$ cat config.mk
export PLATFORM = sky130hd
export DESIGN_NAME = tmds_period_sequencer
export DESIGN_NICKNAME = d
export VERILOG_FILES = /design/src/rtl/tmds_period_sequencer.sv
export SDC_FILE = /design/constraint.sdc
export NUM_CORES = 1
export LEC_CHECK = 0
export CORE_ASPECT_RATIO = 1.4
export CORE_UTILIZATION = 54
export DETAILED_ROUTE_END_ITERATION = 16
export PLACE_DENSITY = 0.8
export SETUP_SLACK_MARGIN = 0.2
export SYNTH_ARGS = -nofsm -noshare
export SYNTH_HDL_FRONTEND = slang
export SYNTH_SLANG_ARGS = --single-unit
$ cat constraint.sdc
create_clock -name clk_in -period 3.2 [get_ports clk_in]
set_clock_uncertainty 0.1 [all_clocks]
set_input_delay 0.8 -clock clk_in [delete_from_list [all_inputs] [get_ports clk_in]]
set_output_delay 0.8 -clock clk_in [all_outputs]
set_load 0.02 [all_outputs]
$ cat src/rtl/tmds_period_sequencer.sv
// Pixel-clock h/v timing generator and TMDS period scheduler (CTRL/PREAMBLE/GUARD/VIDEO).
// Define TMDS_PREAMBLE_EN for HDMI preamble/guard periods; leave undefined for plain DVI.
module tmds_period_sequencer #(
    parameter int H_ACTIVE = 1280,
    parameter int H_FP     = 110,
    parameter int H_SYNC   = 40,
    parameter int H_BP     = 220,
    parameter int V_ACTIVE = 720,
    parameter int V_FP     = 5,
    parameter int V_SYNC   = 5,
    parameter int V_BP     = 20,
    parameter int SYNC_POL = 1
) (
    input  logic        clk_in,
    input  logic        rst_in,
    input  logic        en_in,
    output logic [10:0] hcount_out,
    output logic [9:0]  vcount_out,
    output logic        ve_out,
    output logic [1:0]  ctl0_out,
    output logic [1:0]  ctl1_out,
    output logic [1:0]  ctl2_out,
    output logic        guard_out,
    output logic        new_frame_out
);

    localparam int H_TOTAL = H_ACTIVE + H_FP + H_SYNC + H_BP;
    localparam int V_TOTAL = V_ACTIVE + V_FP + V_SYNC + V_BP;

    localparam logic [10:0] H_ACT  = 11'(H_ACTIVE);
    localparam logic [10:0] H_LAST = 11'(H_TOTAL - 1);
    localparam logic [10:0] HS_LO  = 11'(H_ACTIVE + H_FP);
    localparam logic [10:0] HS_HI  = 11'(H_ACTIVE + H_FP + H_SYNC);
    localparam logic [10:0] PRE_LO = 11'(H_TOTAL - 10);
    localparam logic [10:0] PRE_HI = 11'(H_TOTAL - 3);
    localparam logic [10:0] GRD_LO = 11'(H_TOTAL - 2);
    localparam logic [9:0]  V_ACT  = 10'(V_ACTIVE);
    localparam logic [9:0]  V_LAST = 10'(V_TOTAL - 1);
    localparam logic [9:0]  VS_LO  = 10'(V_ACTIVE + V_FP);
    localparam logic [9:0]  VS_HI  = 10'(V_ACTIVE + V_FP + V_SYNC);
    localparam logic        POL    = (SYNC_POL != 0);

`ifdef TMDS_PREAMBLE_EN
    generate
        if (H_BP < 10) begin : g_bp_check
            $error("H_BP must be >= 10 to hold preamble and guard band");
        end
    endgenerate
`endif

    // State bits double as registered outputs: [2]=ve, [1]=guard, [0]=CTL0
    typedef enum logic [2:0] {
        CTRL     = 3'b000,
        PREAMBLE = 3'b001,
        GUARD    = 3'b010,
        VIDEO    = 3'b100
    } state_t;

    state_t      state_q, state_d;
    logic [10:0] h_d;
    logic [9:0]  v_d;
    logic        hs_d, vs_d, nla_d;
    logic [1:0]  ctl0_d;

    always_comb begin
        h_d      = hcount_out + 11'd1;
        v_d      = vcount_out;
        state_d  = CTRL;
        if (hcount_out == H_LAST) begin
            h_d = 11'd0;
            v_d = (vcount_out == V_LAST) ? 10'd0 : vcount_out + 10'd1;
        end
        nla_d  = (v_d == V_LAST) || ((v_d + 10'd1) < V_ACT);
        hs_d   = (h_d >= HS_LO) && (h_d < HS_HI);
        vs_d   = (v_d >= VS_LO) && (v_d < VS_HI);
        if ((h_d < H_ACT) && (v_d < V_ACT)) begin
            state_d = VIDEO;
`ifdef TMDS_PREAMBLE_EN
        end else if (nla_d && (h_d >= PRE_LO) && (h_d <= PRE_HI)) begin
            state_d = PREAMBLE;
        end else if (nla_d && (h_d >= GRD_LO)) begin
            state_d = GUARD;
`endif
        end
        ctl0_d = {~(vs_d ^ POL), ~(hs_d ^ POL)};
        if (state_d == VIDEO) begin
            ctl0_d = 2'b00;
        end
    end

    always_ff @(posedge clk_in or posedge rst_in) begin
        if (rst_in) begin
            hcount_out    <= H_ACT;
            vcount_out    <= V_LAST;
            state_q       <= CTRL;
            ctl0_out      <= {~POL, ~POL};
            new_frame_out <= 1'b0;
        end else if (en_in) begin
            hcount_out    <= h_d;
            vcount_out    <= v_d;
            state_q       <= state_d;
            ctl0_out      <= ctl0_d;
            new_frame_out <= (h_d == 11'd0) && (v_d == 10'd0);
        end
    end

    assign ve_out   = state_q[2];
    assign ctl2_out = 2'b00;

`ifdef TMDS_PREAMBLE_EN
    assign guard_out = state_q[1];
    assign ctl1_out  = {1'b0, state_q[0]};
`else
    logic dvi_unused;
    assign dvi_unused = ^state_q[1:0];
    assign guard_out  = 1'b0;
    assign ctl1_out   = 2'b00;
`endif

    // nla_d is only consumed by the preamble/guard decode
    logic nla_unused;
    assign nla_unused = nla_d;

endmodule

m1.png
Scale bar: 20 um.
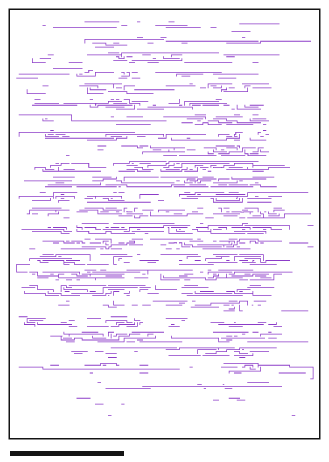
share of all routed wire: 41%
wire length on this layer: 2220 um
main direction: horizontal

m2.png
Scale bar: 20 um.
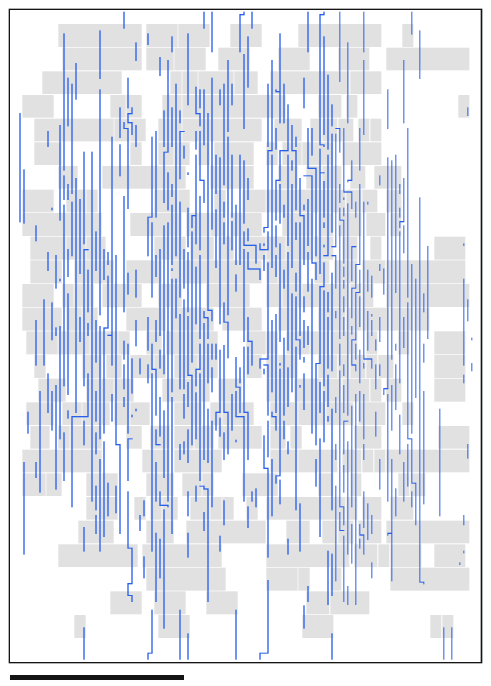
longest straight run: 44.2 um
share of all routed wire: 52%
main direction: vertical
nets with wire on the layer: 241
wire length on this layer: 2790 um

==> run notes <==
The full implementation flow was run.

Dividing the synthesized area by the synthesized cell count gives 8.36 um2. RePlAce ended its routability-driven mode at a weighted congestion of between 0.9 and 1. Global routing used between 20 and 30% of the available tracks.

The report gives the cell count of the worst hold path as 1. Derived from the worst setup path, the maximum achievable clock frequency is roughly 370 MHz. The delay of the slowest cell on the worst path stands at roughly 0.55 ns. The detailed-route wire length on metal 1 stands at between 2000 and 2500 um. Per the final report, max-transition violations number 0. The layout overhead on the synthesized area stands at 13.9%. The simple-gate share of the synthesized area stands at between 20% and 30%. The number of clock sinks stands at 25. Across the run, the number of max-cap violations was 0.

Setup repair after global routing left no endpoint under its margin. The initial utilization of the core area, before any placement, comes to ~56%. Sequential power for this build is roughly 500 uW.

For reference, the critical path is captured by ctl0_out[1]. The setup-violating endpoint count in the final report stands at 0. STA shows the worst min-delay path finishing at new_frame_out. The final worst setup slack stands at approximately 0.52 ns. The count of unique library cells instantiated by Yosys stands at between 60 and 70. The routed length on met3 stands at ~240 um. The layout multi-input combinational cell count stands at 192.

Per the OpenROAD floorplan log, the width of the die is 54.1 um. TritonCTS built the clock tree. Among all flip-flop cells after synthesis, the most frequent one is sky130_fd_sc_hd__dfrtp_1. The power density over the cells stands at between 500 and 600 nW/um2. Per the area breakdown, the dominant cell category is logic gates. Sorting the synthesis cell report by count puts at the top sky130_fd_sc_hd__nor2_1. Setup slack on the worst reg-to-reg path comes out at a little over 0.5 ns.

Logged for this run, the post-placement worst setup slack is between 0.6 and 0.7 ns. The tightest hold path in the finished design has a slack of 0.421 ns. OpenSTA lists the critical path startpoint as hcount_out[0]. The number of remaining DRC errors stands at 0. The clock share of power stands at between 15 and 20%. The startpoint identified for the worst hold timing path is new_frame_out. The run finished with clean final reports. The floorplan row count stands at 26.
Power figures rest on the tool's default switching activity, not on a simulated workload.
